<file path="src/rtl/risc_pkg.sv">
// Shared definitions for the 4-bit RISC core: widths, opcode constants and
// the fetch state encoding.
package risc_pkg;

    localparam int PC_W    = 4;
    localparam int INSTR_W = 8;

    localparam logic [3:0] OP_LOAD  = 4'b0001;
    localparam logic [3:0] OP_STORE = 4'b0010;
    localparam logic [3:0] OP_ADD   = 4'b0011;
    localparam logic [3:0] OP_SUB   = 4'b0100;
    localparam logic [3:0] OP_AND   = 4'b0101;
    localparam logic [3:0] OP_OR    = 4'b0110;
    localparam logic [3:0] OP_NOT   = 4'b0111;
    localparam logic [3:0] OP_HALT  = 4'b1111;

    typedef enum logic [2:0] {
        ST_IDLE,
        ST_FETCH,
        ST_LATCH,
        ST_ISSUE,
        ST_HALTED
    } fetch_state_t;

    function automatic logic is_halt(input logic [3:0] op);
        return op == OP_HALT;
    endfunction

endpackage

</file>
<file path="src/rtl/fetch_unit_if.sv">
// Fetch-stage bus: instruction memory port, issue handshake toward the control
// unit, redirect/resume controls and status.
interface fetch_unit_if #(
    parameter int PC_W    = risc_pkg::PC_W,
    parameter int INSTR_W = risc_pkg::INSTR_W
) ();
    logic [PC_W-1:0]      imem_addr;
    logic                 imem_en;
    logic [INSTR_W-1:0]   imem_rdata;
    logic [3:0]           opcode;
    logic [INSTR_W-5:0]   operand;
    logic                 instr_valid;
    logic                 exec_ready;
    logic                 jump_en;
    logic [PC_W-1:0]      jump_addr;
    logic                 resume;
    logic [PC_W-1:0]      pc;
    logic                 halted;

    modport master (
        output imem_addr, imem_en,
        input  imem_rdata,
        output opcode, operand, instr_valid,
        input  exec_ready, jump_en, jump_addr, resume,
        output pc, halted
    );

    modport slave (
        input  imem_addr, imem_en,
        output imem_rdata,
        input  opcode, operand, instr_valid,
        output exec_ready, jump_en, jump_addr, resume,
        input  pc, halted
    );
endinterface

</file>
<file path="src/rtl/fetch_unit_pc_reg.sv">
// Program counter register: wrapping increment or parallel load, async clear.
module pc_reg #(
    parameter int PC_W = 4
) (
    input  logic            clk,
    input  logic            reset,
    input  logic            inc,
    input  logic            load,
    input  logic [PC_W-1:0] load_val,
    output logic [PC_W-1:0] pc
);

    always_ff @(posedge clk or posedge reset) begin
        if (reset) begin
            pc <= '0;
        end else if (load) begin
            pc <= load_val;
        end else if (inc) begin
            pc <= pc + PC_W'(1);
        end
    end

endmodule

</file>
<file path="src/rtl/fetch_unit.sv">
// Instruction fetch stage: PC, instruction register, HALT detection and the
// valid/ready issue handshake toward the control unit.
//
// state     | meaning
// ----------+-----------------------------------------------------------
// ST_IDLE   | just out of reset, fetch starts on the next edge
// ST_FETCH  | memory read issued at pc
// ST_LATCH  | read data captured into IR, pc advances
// ST_ISSUE  | IR presented with instr_valid, waiting for exec_ready
// ST_HALTED | HALT accepted, fetching stopped until resume
module fetch_unit
    import risc_pkg::*;
(
    input  logic         clk,
    input  logic         reset,
    fetch_unit_if.master bus
);

    fetch_state_t       state;
    logic [INSTR_W-1:0] ir;
    logic [PC_W-1:0]    pc_q;
    logic               accept;
    logic               ir_halt;
    logic               pc_inc;
    logic               pc_load;

    assign ir_halt = is_halt(ir[INSTR_W-1 -: 4]);
    assign accept  = bus.instr_valid && bus.exec_ready;
    assign pc_inc  = (state == ST_LATCH);
    // HALT outranks a redirect, so a jump is loaded only for non-HALT acceptances
    assign pc_load = accept && !ir_halt && bus.jump_en;

    pc_reg #(.PC_W(PC_W)) u_pc_reg (
        .clk      (clk),
        .reset    (reset),
        .inc      (pc_inc),
        .load     (pc_load),
        .load_val (bus.jump_addr),
        .pc       (pc_q)
    );

    assign bus.pc        = pc_q;
    assign bus.imem_addr = pc_q;
    assign bus.opcode    = ir[INSTR_W-1 -: 4];
    assign bus.operand   = ir[INSTR_W-5:0];

    always_ff @(posedge clk or posedge reset) begin
        if (reset) begin
            state           <= ST_IDLE;
            ir              <= '0;
            bus.imem_en     <= 1'b0;
            bus.instr_valid <= 1'b0;
            bus.halted      <= 1'b0;
        end else begin
            case (state)
                ST_IDLE: begin
                    state       <= ST_FETCH;
                    bus.imem_en <= 1'b1;
                end
                ST_FETCH: begin
                    state       <= ST_LATCH;
                    bus.imem_en <= 1'b0;
                end
                ST_LATCH: begin
                    ir              <= bus.imem_rdata;
                    state           <= ST_ISSUE;
                    bus.instr_valid <= 1'b1;
                end
                ST_ISSUE: begin
                    if (accept) begin
                        bus.instr_valid <= 1'b0;
                        if (ir_halt) begin
                            state      <= ST_HALTED;
                            bus.halted <= 1'b1;
                        end else begin
                            state       <= ST_FETCH;
                            bus.imem_en <= 1'b1;
                        end
                    end
                end
                ST_HALTED: begin
                    if (bus.resume) begin
                        state       <= ST_FETCH;
                        bus.halted  <= 1'b0;
                        bus.imem_en <= 1'b1;
                    end
                end
                default: begin
                    state           <= ST_IDLE;
                    bus.imem_en     <= 1'b0;
                    bus.instr_valid <= 1'b0;
                    bus.halted      <= 1'b0;
                end
            endcase
        end
    end

endmodule

</file>
<file path="src/flat_wrapper.sv">
// flat-port wrapper written by rule: the top's interface ports become plain ports
module fetch_unit_flat import risc_pkg::*;
  (clk, reset, bus_imem_addr, bus_imem_en, bus_imem_rdata, bus_opcode, bus_operand, bus_instr_valid, bus_exec_ready, bus_jump_en, bus_jump_addr, bus_resume, bus_pc, bus_halted);
  fetch_unit_if bus_i ();
  input  logic clk;
  input  logic reset;
  output wire logic [$bits(bus_i.imem_addr)-1:0] bus_imem_addr;
  output wire logic [$bits(bus_i.imem_en)-1:0] bus_imem_en;
  input wire logic [$bits(bus_i.imem_rdata)-1:0] bus_imem_rdata;
  output wire logic [$bits(bus_i.opcode)-1:0] bus_opcode;
  output wire logic [$bits(bus_i.operand)-1:0] bus_operand;
  output wire logic [$bits(bus_i.instr_valid)-1:0] bus_instr_valid;
  input wire logic [$bits(bus_i.exec_ready)-1:0] bus_exec_ready;
  input wire logic [$bits(bus_i.jump_en)-1:0] bus_jump_en;
  input wire logic [$bits(bus_i.jump_addr)-1:0] bus_jump_addr;
  input wire logic [$bits(bus_i.resume)-1:0] bus_resume;
  output wire logic [$bits(bus_i.pc)-1:0] bus_pc;
  output wire logic [$bits(bus_i.halted)-1:0] bus_halted;
  assign bus_imem_addr = bus_i.imem_addr;
  assign bus_imem_en = bus_i.imem_en;
  assign bus_i.imem_rdata = bus_imem_rdata;
  assign bus_opcode = bus_i.opcode;
  assign bus_operand = bus_i.operand;
  assign bus_instr_valid = bus_i.instr_valid;
  assign bus_i.exec_ready = bus_exec_ready;
  assign bus_i.jump_en = bus_jump_en;
  assign bus_i.jump_addr = bus_jump_addr;
  assign bus_i.resume = bus_resume;
  assign bus_pc = bus_i.pc;
  assign bus_halted = bus_i.halted;
  fetch_unit u_core (.clk(clk), .reset(reset), .bus(bus_i));
endmodule
</file>
<file path="config.mk">
export PLATFORM = sky130hd
export DESIGN_NAME = fetch_unit_flat
export DESIGN_NICKNAME = d
export VERILOG_FILES = /design/src/rtl/risc_pkg.sv /design/src/rtl/fetch_unit_if.sv /design/src/rtl/fetch_unit_pc_reg.sv /design/src/rtl/fetch_unit.sv /design/src/flat_wrapper.sv
export SDC_FILE = /design/constraint.sdc
export NUM_CORES = 1
export LEC_CHECK = 0
export ABC_AREA = 0
export CAP_MARGIN = 10
export CORE_MARGIN = 2
export CORE_UTILIZATION = 41
export DETAILED_ROUTE_END_ITERATION = 6
export HOLD_SLACK_MARGIN = 0.12
export PLACE_DENSITY_LB_ADDON = 0.15
export SKIP_CTS_REPAIR_TIMING = 1
export SLEW_MARGIN = 30
export SYNTH_ARGS = -nofsm -noshare
export SYNTH_HDL_FRONTEND = slang
export SYNTH_HIERARCHICAL = 1
export SYNTH_SLANG_ARGS = --single-unit
</file>
<file path="constraint.sdc">
create_clock -name clk -period 1.7 [get_ports clk]
set_input_delay 0.17 -clock clk [delete_from_list [all_inputs] [get_ports clk]]
set_output_delay 0.17 -clock clk [all_outputs]
set_load 0.01 [all_outputs]
</file>
**Wire density map**

10 x 10 tiles, from white (low) to dark blue (high), scaled to the fullest tile. Values are wire area over tile area, all layers added.
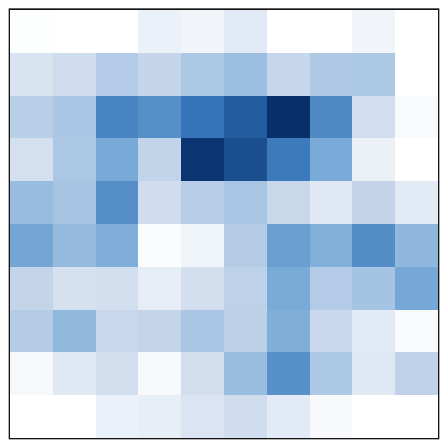
- densest ninth of the die: north
- mean over tiles: 0.12
- emptiest ninth of the die: south-west
vias: 724
total wire length: 1.87 mm

**Clock wiring as the flow saved it**

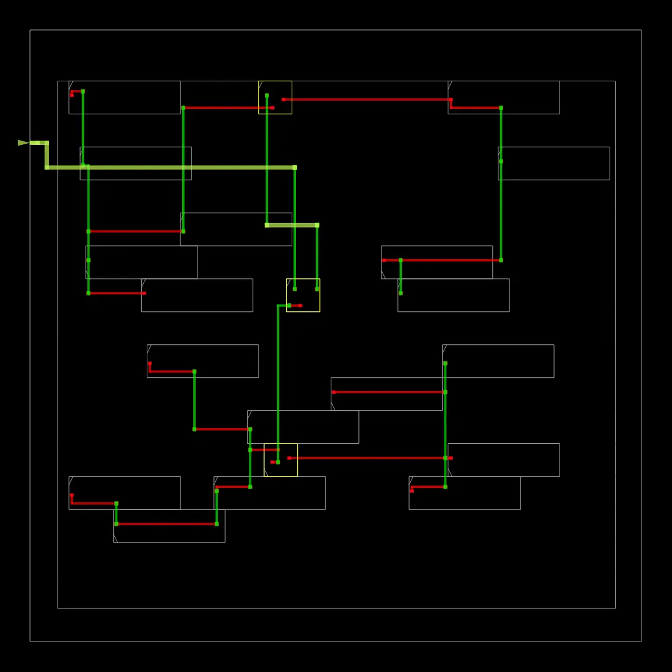
Clock buffer cells: 3
Setup Skew: 6.20 ps
CTS buffer count: 3
clk pwr: 0.208 mW
TritonCTS Sinks: 18

**Zoomed window**

The bar under the picture is 5 um long. Window x 15 to 35, y 25 to 45 um. Cells in grey, sequential cells in the stronger grey; small squares are vias.
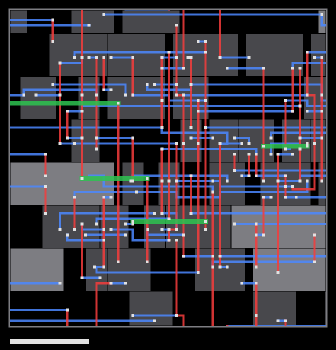
- metal 1: blue
- metal 2: red
- metal 3: green
- sequential cells in the window: 3
- most frequent: o21ai_0 (4), clkdlybuf4s50_1 (3), dfrtp_1 (3)
- cells with their middle in the window: 33

**Gate families picked out**

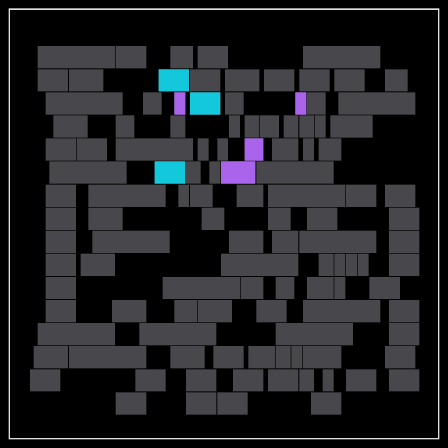
- NOR gates: purple (cells 4; where north)
- AND-OR and OR-AND gates: cyan (cells 3)

**Pin map**

The bar under the picture is 20 um long. Pins as bars across the die edge, other pins in grey.
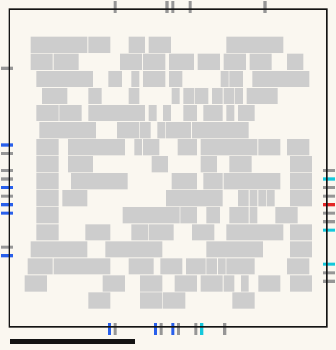
- bus_imem_addr: cyan (pins 4; direction output; edge 3 east, 1 south)
- bus_imem_rdata: blue (pins 8; direction input; edge 5 west, 3 south)
- reset: red (pins 1; direction input; edge east)

==> impl_metrics.ini <==
; generated from flow reports
[finish]
comb-cell-share = 0.289
final_common_cell = clkdlybuf4s50_1
inverters = 5
fin_cells = 142

[clock_network]
cts_tree = built
htreeDepth = 1

[synthesis]
synth-warning-count = 6
top_cells_by_count = 18 x dfrtp_1, 9 x mux2_2, 8 x nand2_1
yosysChipArea_um2 = 885
numSynthFlops = 18
ys_cells = 78
top_area_cell = dfrtp_1
area_leaders = dfrtp_1 51%, mux2_2 11%, buf_4 4.2%

[detailed_routing]
wl_met2_um = 905
wl_met1_um = 849
dr.pass1.iters = 4

[die]
fp.dieArea_um2 = 2550
taps = 27
die_y_um = 50.5
die_x_um = 50.5

[global_route]
grt_antenna_before_repair = 0
grtUsageMet2 = 0.272
use_met3 = 0.0476

[pwr]
power.group.top = combinational logic
combPwrFrac = 0.505
max-vdd-ir-drop_v = 0.000924
powerComb_mw = 1.01

[sta]
final_max_slew_viol_count = 0
max_freq_mhz = 673
rsz0062_at_grt = no
period_needed_ps = 1480

[critical_path]
cp_top_family = buffers and inverters
crit_chain = clkdlybuf4s50_1
startpoint = u_core/bus.instr_valid$_DFFE_PP0P_
critPathSlowestCell = clkdlybuf4s50_1

[outcome]
status = complete, no violations

[hold_path]
hold_path_depth = 3

[placed_design]
place_inst = 138
[worst paths after layout]
kind / to / slack [ps]
setup / recovery: bus_instr_valid / 220
hold / removal: u_core/u_pc_reg/pc[0]$_DFFE_PP0P_ / 440
setup reg to reg: u_core/state[2]$_DFFE_PP0P_ / 320
hold reg to reg: u_core/ir[3]$_DFFE_PP0P_ / 520
max in group asynchronous: u_core/ir[1]$_DFFE_PP0P_ / 500
min in group asynchronous: u_core/u_pc_reg/pc[2]$_DFFE_PP0P_ / 670
[metrics by stage]
stage               power (mW)  instance area [um2]
detailed placement        1.81                 1260
global placement          1.79                 1260
floorplan                 1.31                  885
global route              2.15                 1290
finish                    2.00                 1290
CTS                       2.03                 1280
Power figures rest on the tool's default switching activity, not on a simulated workload.
